File: config.mk
export PLATFORM = sky130hd
export DESIGN_NAME = xor_descrambler
export DESIGN_NICKNAME = d
export VERILOG_FILES = /design/src/rtl/xor_descrambler.sv
export SDC_FILE = /design/constraint.sdc
export NUM_CORES = 1
export LEC_CHECK = 0
export CAP_MARGIN = 20
export CORE_UTILIZATION = 25
export DETAILED_ROUTE_END_ITERATION = 8
export GPL_TIMING_DRIVEN = 0
export SYNTH_ARGS = -nofsm -noshare
export SYNTH_HDL_FRONTEND = slang
export SYNTH_SLANG_ARGS = --single-unit
File: constraint.sdc
create_clock -name clk_i -period 3.4 [get_ports clk_i]
set_input_delay 0.34 -clock clk_i [delete_from_list [all_inputs] [get_ports clk_i]]
set_output_delay 0.34 -clock clk_i [all_outputs]
set_load 0.05 [all_outputs]
File: src/rtl/xor_descrambler.sv
// Self-synchronizing x^7+x^4+1 descrambler with lock indication and beat counter.
// Latency: one cycle from input accept to registered output.
// Backpressure: in_ready_o = !out_valid_o || out_ready_i; output held stable while stalled.
module xor_descrambler #(
    parameter int DATA_W    = 8,
    parameter int LOCK_BITS = 7
) (
    input  logic              clk_i,
    input  logic              reset_i,
    input  logic              resync_i,
    input  logic [DATA_W-1:0] in_data_i,
    input  logic              in_valid_i,
    output logic              in_ready_o,
    output logic [DATA_W-1:0] out_data_o,
    output logic              out_valid_o,
    input  logic              out_ready_i,
    output logic              locked_o,
    output logic [15:0]       beat_cnt_o
);
    // Bit counter only needs to reach LOCK_BITS (max 255) plus one beat (max 64).
    localparam int CNT_W = 9;
    localparam logic [CNT_W-1:0] LOCK_V = CNT_W'(LOCK_BITS);
    localparam logic [CNT_W-1:0] DATA_V = CNT_W'(DATA_W);

    logic [6:0]        sr_q, sr_d;
    logic [DATA_W-1:0] data_q, data_d;
    logic              valid_q, valid_d;
    logic              locked_q, locked_d;
    logic [15:0]       beat_q, beat_d;
    logic [CNT_W-1:0]  bits_q, bits_d;

    logic              accept;
    logic              xfer;
    logic [6:0]        sr_walk;
    logic [DATA_W-1:0] desc;
    logic [CNT_W-1:0]  bits_base;
    logic [CNT_W:0]    bits_sum;

    assign in_ready_o = !valid_q || out_ready_i;
    assign accept     = in_valid_i && in_ready_o;
    assign xfer       = valid_q && out_ready_i;

    // Walk the beat bit by bit through the history; resync starts it from zero.
    always_comb begin
        sr_walk = resync_i ? 7'd0 : sr_q;
        desc    = '0;
        for (int k = 0; k < DATA_W; k++) begin
            desc[k] = in_data_i[k] ^ sr_walk[3] ^ sr_walk[6];
            sr_walk = {sr_walk[5:0], in_data_i[k]};
        end
    end

    // Next-state: history, lock counter, beat counter and output register.
    always_comb begin
        sr_d      = resync_i ? 7'd0 : sr_q;
        bits_base = resync_i ? '0 : bits_q;
        bits_d    = bits_base;
        bits_sum  = {1'b0, bits_base} + {1'b0, DATA_V};
        beat_d    = beat_q;
        data_d    = data_q;
        valid_d   = valid_q;
        if (accept) begin
            sr_d    = sr_walk;
            bits_d  = (bits_sum >= {1'b0, LOCK_V}) ? LOCK_V : bits_sum[CNT_W-1:0];
            beat_d  = beat_q + 16'd1;
            data_d  = desc;
            valid_d = 1'b1;
        end else if (xfer) begin
            valid_d = 1'b0;
        end
        locked_d = resync_i ? 1'b0 : locked_q;
        if (bits_d >= LOCK_V) begin
            locked_d = 1'b1;
        end
    end

    // State registers with synchronous reset.
    always_ff @(posedge clk_i) begin
        if (reset_i) begin
            sr_q     <= '0;
            data_q   <= '0;
            valid_q  <= 1'b0;
            locked_q <= 1'b0;
            beat_q   <= '0;
            bits_q   <= '0;
        end else begin
            sr_q     <= sr_d;
            data_q   <= data_d;
            valid_q  <= valid_d;
            locked_q <= locked_d;
            beat_q   <= beat_d;
            bits_q   <= bits_d;
        end
    end

    assign out_data_o  = data_q;
    assign out_valid_o = valid_q;
    assign locked_o    = locked_q;
    assign beat_cnt_o  = beat_q;
endmodule
Run 1, placement by cell class:
Drawn at 3 px/µm.
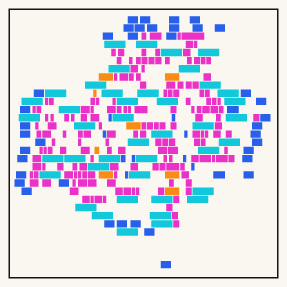
blue -> other buffers and delay cells  # cells 49, share of their area 19%
orange -> clock drivers and dummy loads  # cells 8, share of their area 3.9%
cyan -> flip-flops  # cells 42, share of their area 36%
magenta -> all other logic  # cells 164, share of their area 42%

Run 1, pin placement:
Drawn at 4 px/µm. Pins as bars across the die edge, other pins in gray.
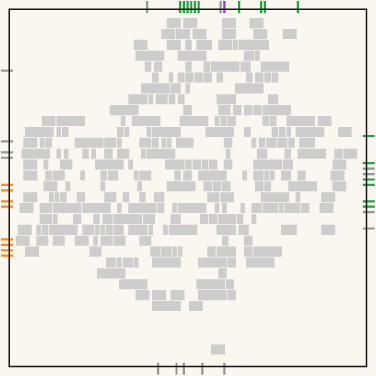
purple -> in_valid_i  # pins 1, direction input, edge north
green -> beat_cnt_o  # pins 16, direction output, edge 10 north, 6 east
orange -> in_data_i  # pins 8, direction input, edge west

==> impl_metrics.ini, run 1 <==
; generated from flow reports
[run_status]
status = finished, final reports clean

[pwr]
p_sw_uw = 282.5
power_density_mw_per_mm2 = 411.6
seqPwrFrac_pct = 51.1
cellLeakagePower_nw = 0.8353
power_frac_comb_pct = 16.3
ir_drop_v = 0.0001549
internal_power_uw = 740.8

[layout]
fillCellCount = 794
final_area_mm2 = 0.002486
final_common_cell = dfxtp_1
layout_top_cells = dfxtp_1 (42), clkdlybuf4s50_1 (38), a21oi_1 (26), nand2_1 (25), xnor2_1 (18)
nets = 277
diodes = 0
drive_above_1_share_pct = 6.464

[floorplan]
dieHeight_um = 88.96
fp-row-count = 31
fp.dieW_um = 88.96
ios = 40
chip_area_mm2 = 0.007914

[critical_path]
path_buffers = 3
startpoint_type = primary input
cp_slowest_stage_delay_ns = 0.80
crit_type = in -> out
crit_arrival_ns = 1.84
critPathMaxFanout = 8
cp_num_cells = 4
crit_family = buffers and inverters
critPathRequiredTime_ns = 3.06
crit_chain = clkdlybuf4s50_1 -> nand2b_1 -> buf_6 -> clkdlybuf4s50_1
end_kind = output port
cp_common_cell = clkdlybuf4s50_1
cp_slowest_cell = clkdlybuf4s50_1
reg2reg_depth = 4

[routing]
drt-initial-drc-count = 48
wirelength_mm = 4.295
dr.pass1.iters = 4
drc_errors = 0
route.met3.wl_um = 206
wl_per_cell_um = 11.86
vias = 1654
antenna_left = 0
met2WireLength_mm = 2.004
wl_met1_mm = 2.024
maxUsedRoutingLayer = met4
vias_per_cell = 4.569

[yosys]
fp_nets = 232
synth_flops = 42
synth_area_mm2 = 0.001891
synth_chip_area_mm2 = 0.001891
ys_types = 35
yosys.area.top_type = dfxtp_1
yosysTopAreaCellShare_pct = 44.47
synthCells = 217
ys_seq_share_pct = 44.47
yosysWarnings = 0
synthTopCellsByArea = dfxtp_1 (44%), xnor2_1 (8.3%), a21oi_1 (6.9%)
ys_cells = 217
synth_area_per_cell_um2 = 8.712

[global_routing]
grt.total_usage_pct = 11.89
antenna_found_initial = 0
grt_pass1_vias = 1558
grt_remaining_overflow = 0
grt_pass1_wl_mm = 7.182

[final_timing]
worst_pin_slew_ns = 0.5403
hold_violations = 0
setup_tns_ns = 0
rsz0062_at_grt = no
clock.fmax_mhz = 459.5
period_minus_slack_ns = 2.176
maxSlewHeadroom_pct = 63.98
post-route-period-util_pct = 64.01

[place]
port_buffers = 38
dpl_cell_area_mm2 = 0.002395
dp.final_hpwl_mm = 3.155
place_congestion = 0.7277

[cts]
clk_path_buf_depth = 2
root_buffer = clkbuf_8
clk_pin_slew_ns = 0.07
post_cts_buffers = 0
postCtsHoldBufs = 0
htree_num_levels = 2
cts_tree = built
post_cts_resized = 0

[min_path]
holdPathStages = 1
timing.hold.worst.class = reg -> reg

[flow_run]
warnings = 26
Run 1, the clock network:
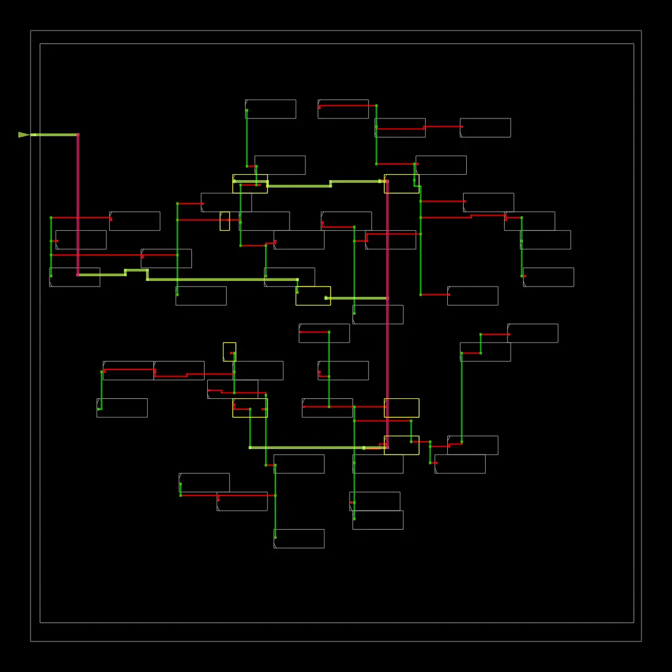
Post-Route Skew: 0.007645 ns
clock buffer count from CTS: 5
clock sinks: 42
Late-Pin Clk Latency: 0.30 ns

Run 1, local utilization:
Drawn at 4 px/µm. 9 x 9 tiles, from black (low) to pale yellow (high), 0 to 100% covered.
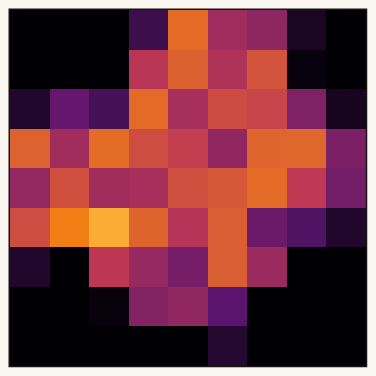
fullest tile = 82%
emptiest ninth of the die = south-east
tiles over 75% full = 1.2%
mean over tiles = 30%
Placeable Area: 0.007292 mm²
fp util: 25.93%
Core Util, Final: 34.09%

run 1: final cells by class:
cell class	count	area, µm²	share of cell area (%)
Timing Repair Buffer	38	380.4	15.30
Tap cell	99	123.9	4.982
Sequential cell	42	840.8	33.82
Clock buffer	7	86.33	3.473
Multi-Input combinational cell	159	973.4	39.15
Inverter	5	18.77	0.7549
Clock inverter	1	5.005	0.2013
Buffer	11	57.56	2.315
run 1: metal layers:
layer  up-vias  global-route usage [%]
met2        33                   19.93
met3         5                   3.509
li1        846                       -
met4         0                   3.463
met5         -                       0
met1       770                   14.88
run 1: kinds of logic after synthesis:
family | share of synthesized area [%]
muxes | 1.191
adders and majority gates | 1.323
DFF | 44.47
and+or+nand+nor | 26.74
buffers and inverters | 4.037
AOI/OAI and AO/OA | 13.43
xor gates and xnor gates | 8.802
run 1: sequential cells by signal (all words and copies together), names as in the netlist:
register / cells
locked_o: 1
out_valid_o: 1
bits_q: 9
beat_cnt_o: 16
out_data_o: 8
sr_q: 7
run 1: power groups by stage:
stage | sequential (mW) | combinational, mW | clock [mW]
after floorplan | 0.574 | 0.0679 | 0
after global placement | 0.535 | 0.168 | 0
after detailed placement | 0.535 | 0.168 | 0
after CTS | 0.524 | 0.169 | 0.342
after global routing | 0.526 | 0.182 | 0.367
final | 0.523 | 0.166 | 0.334
run 1: cell usage after synthesis (all sizes together):
| master | instances |
|---|---|
| a41o | 1 |
| inv | 5 |
| o31ai | 3 |
| nand4 | 6 |
| xor2 | 1 |
| nand2 | 25 |
| a21oi | 26 |
| and2 | 8 |
| or3 | 9 |
| clkbuf | 8 |
| o21ai | 8 |
| nand3b | 5 |
| mux2 | 2 |
| and2b | 1 |
| and4 | 1 |
| nand3 | 4 |
| xnor2 | 18 |
| nor2b | 6 |
| a31oi | 2 |
| nor2 | 13 |
| dfxtp | 42 |
| nor4 | 2 |
| nor3b | 1 |
| nor3 | 1 |
| a41oi | 1 |
| or2 | 1 |
| or4 | 4 |
| ha | 2 |
| buf | 3 |
| nand2b | 4 |
| a211oi | 4 |
run 1: worst paths after layout:
| path | start | slack (ns) | end |
|---|---|---|---|
| max reg2reg | beat_cnt_o[4] | 1.59 | beat_cnt_o[12] |
| min reg2reg | bits_q[6] | 0.45 | bits_q[6] |
| max | out_ready_i | 1.22 | in_ready_o |
| min | bits_q[6] | 0.45 | bits_q[6] |
run 1: per-stage QoR:
stage	setup WS, ns	total power [mW]	instances	hold WS (ns)	util [%]
finish	1.224	1.023	362	0.4535	34.09
global route	1.177	1.075	362	0.4837	34.09
CTS	1.213	1.034	362	0.4599	34.09
detailed placement	1.191	0.7032	354	0.4393	32.84
global placement	1.210	0.7028	354	0.4328	32.84
floorplan	1.291	0.6423	217	0.4209	-
Run 1, signal wires by layer:
Drawn at 3 px/µm.
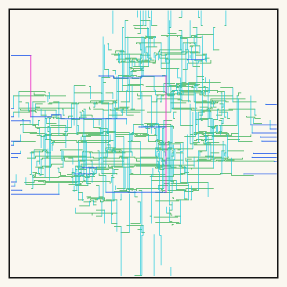

==> run 1 -> run 2 <==
- clock period: 3.4 -> 2.1 ns (I/O delays scaled with it)
Run 2, signal wires by layer:
Drawn at 3 px/µm.
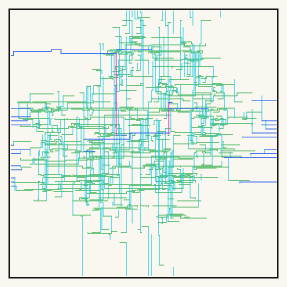
blue -> met3  # wire length 227 µm
green -> met1  # wire length 2190 µm
cyan -> met2  # wire length 2000 µm
magenta -> met4  # wire length 37.4 µm

Run 2, pin placement:
Drawn at 4 px/µm. Pins as bars across the die edge, other pins in gray.
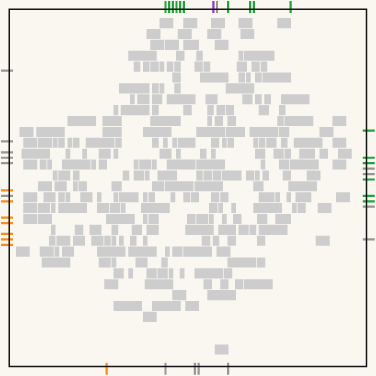
green -> beat_cnt_o  # pins 16, direction output, edge 10 north, 6 east
purple -> in_valid_i  # pins 1, direction input, edge north
orange -> in_data_i  # pins 8, direction input, edge 7 west, 1 south

Run 2, local utilization:
Drawn at 4 px/µm. 9 x 9 tiles, from black (low) to pale yellow (high), 0 to 100% covered.
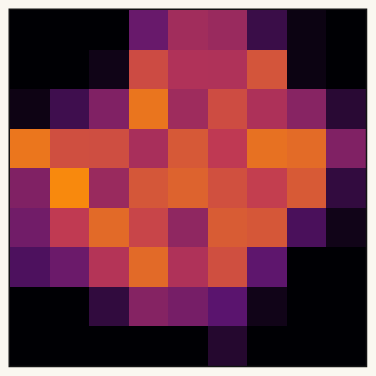
nearly empty tiles = 26%
mean over tiles = 30%
fullest tile = 74%
emptiest ninth of the die = south-east
Core Util, Final: 34.13%

==> run 2 against run 1 <==
Power up 62%. Combinational power up 63%. Count of clock-buffer cells in the layout unchanged. Clock skew down 0.00087 ns. Cell count unchanged. Sequential power up 62%. Sequential cell count unchanged. Setup slack worse by 1.0 ns. Final area up 0.10%. Sequential share of layout area up 0.066 points. Critical path type unchanged.
==> impl_metrics.ini, run 2 <==
; generated from flow reports
[yosys]
ys_types = 35
synth_flops = 42
synth_area_per_cell_um2 = 8.712
synth_area_mm2 = 0.001891
ys_seq_share_pct = 44.47
yosysMostFrequentCell = dfxtp_1
ys_async_sr_fraction_pct = 0
synth.logic.top_family = simple AND/OR/NAND/NOR gates
synth_chip_area_mm2 = 0.001891
ys_sh_simple_pct = 26.74
ys_sh_mux_pct = 1.191
fp_nets = 232
ys_cells = 217
xor_share_pct = 8.802
aoi_share_pct = 13.43
adder_share_pct = 1.324

[cts]
cts_buffers = 5
htree_num_levels = 2
cts_tree = built
post_cts_resized = 0
root_buffer = clkbuf_8
clock_sinks = 42
postCtsHoldBufs = 0
post_cts_buffers = 0
clk_pin_slew_ns = 0.08

[final_timing]
clock_skew_ns = 0.006773
period_minus_slack_ns = 1.915
worst_pin_slew_ns = 0.5079
post-route-period-util_pct = 91.17
clock.fmax_mhz = 522.3
hold_slack_ns = 0.4559
rsz0062_at_grt = no

[floorplan]
chip_area_mm2 = 0.007914
fp-row-count = 31
fp.dieW_um = 88.96
dieHeight_um = 88.96
core-area_mm2 = 0.007292

[critical_path]
crit_start = out_ready_i
critPathMaxFanout = 8
startpoint_type = primary input
r2r_start = beat_cnt_o[5]
reg2reg_depth = 4
cp_slowest_stage_delay_ns = 0.80
reg2reg_to = beat_cnt_o[12]
crit_chain = clkdlybuf4s50_1 -> nand2b_1 -> buf_6 -> clkdlybuf4s50_1
crit_type = in -> out
end_kind = output port

[place]
place_congestion = 0.7340
dp.final_hpwl_mm = 3.200

[layout]
fillCellCount = 796
nets = 277
largest_reg_flops = 16
seq_area_um2 = 843.3
final_common_cell = dfxtp_1
drive_above_1_share_pct = 7.224
layout_top_cells = dfxtp_1 (40), clkdlybuf4s50_1 (38), a21oi_1 (26), nand2_1 (25), xnor2_1 (18)
diodes = 0

[flow_run]
warnings = 26

[routing]
antenna_left = 0
vias_per_cell = 4.442

[global_routing]
grt_pass1_vias = 1559
antenna_found_initial = 0
grt_remaining_overflow = 0

[run_status]
status = finished, final reports clean

[pwr]
cellLeakagePower_nw = 0.8364

[min_path]
timing.hold.worst.class = reg -> reg
run 2: worst min-delay path by stage:
stage                              from             to  slack [ns]  cells after the start
after CTS                     bits_q[7]      bits_q[7]        0.46                      1
final                         bits_q[7]      bits_q[7]        0.46                      1
after global routing      out_data_o[6]  out_data_o[6]        0.48                      2
after floorplan              in_valid_i    out_valid_o        0.34                      2
after detailed placement      bits_q[7]      bits_q[7]        0.44                      1
after global placement        bits_q[6]      bits_q[6]        0.43                      1
run 2: layout make-up:
class / count / area share (%)
tap: 99 / 4.977
clock inverter: 1 / 0.2011
timing repair buffer: 38 / 15.28
buffer: 11 / 2.313
multi-input combinational: 159 / 39.12
sequential: 42 / 33.89
clock buffer: 7 / 3.469
inverter: 5 / 0.7541
run 2: worst max-delay path, delay by kind of cell:
kind	cells	cell delay, ns
buf+inv	3	1.38
simple gates	1	0.11
run 2: where the power goes:
part	switching, mW	internal, mW	total [mW]
Sequential	0.0218	0.826	0.848
Combinational	0.163	0.107	0.270
Clock	0.270	0.265	0.535
run 2: cell families after synthesis:
kind of cell	after synthesis
AND-OR/OR-AND	45
XOR/XNOR	19
adder cells (fa/ha/maj)	2
buffers and inverters	16
flip-flops	42
multiplexers	2
AND/OR/NAND/NOR	91
run 2: per-layer routing:
layer  part of all wire [%]  global-route usage (%)  vias to the layer above
met3                    5.1                   2.678                        4
met4                   0.83                   4.040                        0
met1                     49                   16.18                      735
li1                       -                       -                      836
met2                     45                   19.30                       33
met5                      0                       0                        -
run 2: per-stage QoR:
stage | total power [mW] | instance area [µm²] | setup slack (ns) | cells | utilization [%]
2_1_floorplan | 1.040 | 1893 | 0.02716 | 217 | -
3_3_place_gp | 1.138 | 2397 | 0.03593 | 354 | 32.88
3_5_place_dp | 1.139 | 2397 | 0.04806 | 354 | 32.88
4_1_cts | 1.676 | 2489 | 0.1798 | 362 | 34.13
5_1_grt | 1.736 | 2489 | 0.1535 | 362 | 34.13
6_report | 1.653 | 2489 | 0.1855 | 362 | 34.13
==> run 2 -> run 3 <==
- clock period: 2.1 -> 2.2 ns (I/O delays scaled with it)
==> run 3 against run 2 <==
Wire length is 3.5% lower. Count of clock-buffer cells in the layout stayed put. Clock skew is 0.00087 ns higher. Via count is 2.9% higher. Non-clock buffer count stayed put. Utilization hardly changed.
==> impl_metrics.ini, run 3 <==
; generated from flow reports
[final_timing]
clock.fmax_mhz = 516.4
rsz0062_at_grt = no
maxSlewHeadroom_pct = 63.98
post-route-period-util_pct = 88.02
worst_pin_slew_ns = 0.5403
setup_tns_ns = 0
clock_skew_ns = 0.007645

[cts]
cts_tree = built
post_cts_resized = 0
clk_path_buf_depth = 2
cts_buffers = 5
clk_pin_slew_ns = 0.07
root_buffer = clkbuf_8
htree_num_levels = 2

[critical_path]
startpoint_type = primary input
crit_type = in -> out

[floorplan]
ios = 40
fp-row-count = 31
chip_area_mm2 = 0.007914
fp.dieW_um = 88.96
core-area_mm2 = 0.007292
dieHeight_um = 88.96

[run_status]
status = finished, final reports clean

[yosys]
ys_cells = 217
ys_async_sr_fraction_pct = 0
yosysMostFrequentCell = dfxtp_1
synth_chip_area_mm2 = 0.001891
synth-edff-count = 0
fp_nets = 232
flop_cell = dfxtp_1
yosysWarnings = 0
synthCells = 217
ys_types = 35
yosysTopAreaCellShare_pct = 44.47
synth_area_mm2 = 0.001891

[routing]
vias = 1654
wirelength_mm = 4.295
antenna_left = 0
dr.pass1.iters = 4
drt-initial-drc-count = 48
drc_errors = 0

[layout]
nets = 277
final_common_cell = dfxtp_1
fillCellCount = 794
diodes = 0
largest_reg_flops = 16
layout_top_cells = dfxtp_1 (42), clkdlybuf4s50_1 (38), a21oi_1 (26), nand2_1 (25), xnor2_1 (18)
drive_above_1_share_pct = 6.464

[pwr]
total_power_mw = 1.581
cellLeakagePower_nw = 0.8353
ir_drop_v = 0.0002394

[flow_run]
warnings = 26

[global_routing]
antenna_found_initial = 0
grt_remaining_overflow = 0
grt_pass1_wl_mm = 7.182
grt_pass1_vias = 1558

[place]
dp.final_hpwl_mm = 3.155
port_buffers = 38
run 3: cell counts after synthesis:
No cell type changed its count.
run 3: per-layer routing:
layer  track usage, %  vias to the layer above  wire length [µm]
li1                 -                      846                 -
met1            14.88                      770              2024
met2            19.93                       33              2004
met3            3.509                        5               206
met4            3.463                        0                59
met5                0                        -                 0
run 3: cell families after synthesis:
kind of cell	Yosys count	share of synthesized area [%]
and+or+nand+nor	91	26.74
DFF	42	44.47
AOI/OAI and AO/OA	45	13.43
xor gates and xnor gates	19	8.802
muxes	2	1.191
buffers and inverters	16	4.037
adders and majority gates	2	1.323
run 3: where the power goes:
| part | total (mW) | internal [mW] | switching, mW |
|---|---|---|---|
| Clock | 0.516 | 0.253 | 0.262 |
| Sequential | 0.809 | 0.789 | 0.0198 |
| Combinational | 0.257 | 0.103 | 0.155 |
run 3: cell type report:
class | instances | area (µm²) | share of cell area [%]
Buffer | 11 | 57.56 | 2.315
Clock buffer | 7 | 86.33 | 3.473
Clock inverter | 1 | 5.005 | 0.2013
Inverter | 5 | 18.77 | 0.7549
Multi-Input combinational cell | 159 | 973.4 | 39.15
Sequential cell | 42 | 840.8 | 33.82
Tap cell | 99 | 123.9 | 4.982
Timing Repair Buffer | 38 | 380.4 | 15.30
run 3: final timing paths:
path                  from             end  slack [ns]  cells after the start
max            out_ready_i      in_ready_o        0.26                      4
min              bits_q[6]       bits_q[6]        0.45                      1
max reg2reg  beat_cnt_o[4]  beat_cnt_o[12]        0.39                      4
min reg2reg      bits_q[6]       bits_q[6]        0.45                      1
run 3: stage by stage:
stage	setup WS [ns]	hold slack (ns)	instance area, µm²
detailed placement	0.1112	0.4393	2395
CTS	0.2531	0.4599	2486
global placement	0.1296	0.4328	2395
floorplan	0.09149	0.3495	1891
finish	0.2637	0.4535	2486
global route	0.2166	0.4837	2486
run 3: critical path: stages:
cell and delay [ns]:
clkdlybuf4s50_1 0.45, nand2b_1 0.12, buf_6 0.13, clkdlybuf4s50_1 0.80
Run 3, the clock network:
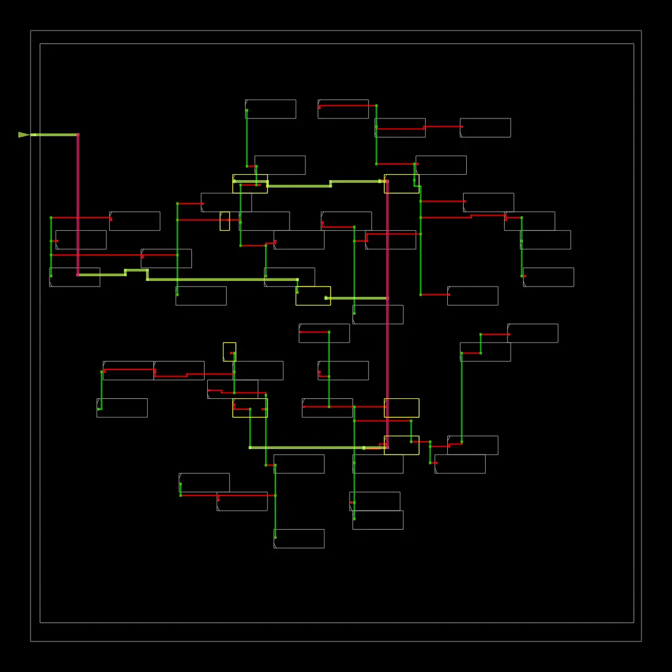
CLK BUF: 7
clock group power: 516 µW
sequential cells: 42

Run 3, local utilization:
Drawn at 4 px/µm. 9 x 9 tiles, from black (low) to pale yellow (high), 0 to 100% covered.
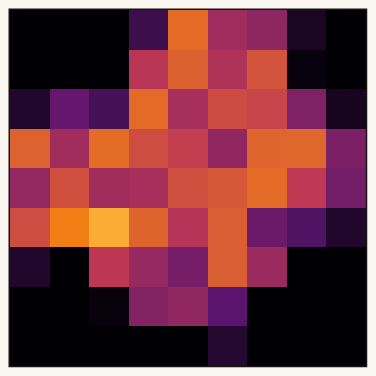
nearly empty tiles = 31%
tiles over 75% full = 1.2%
fullest tile = 82%
mean over tiles = 30%
emptiest ninth of the die = south-east
Core Util, Final: 34.09%

Run 3, signal wires by layer:
Drawn at 3 px/µm.
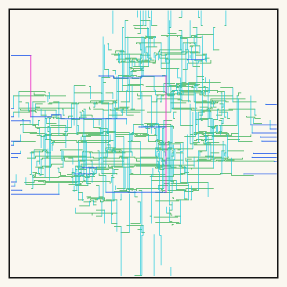
cyan -> met2  # wire length 2000 µm
magenta -> met4  # wire length 59.2 µm
blue -> met3  # wire length 207 µm
green -> met1  # wire length 2020 µm
Total GRT Usage: 11.89%
wire length per cell: 11.86 µm

Power figures rest on the tool's default switching activity, not on a simulated workload.
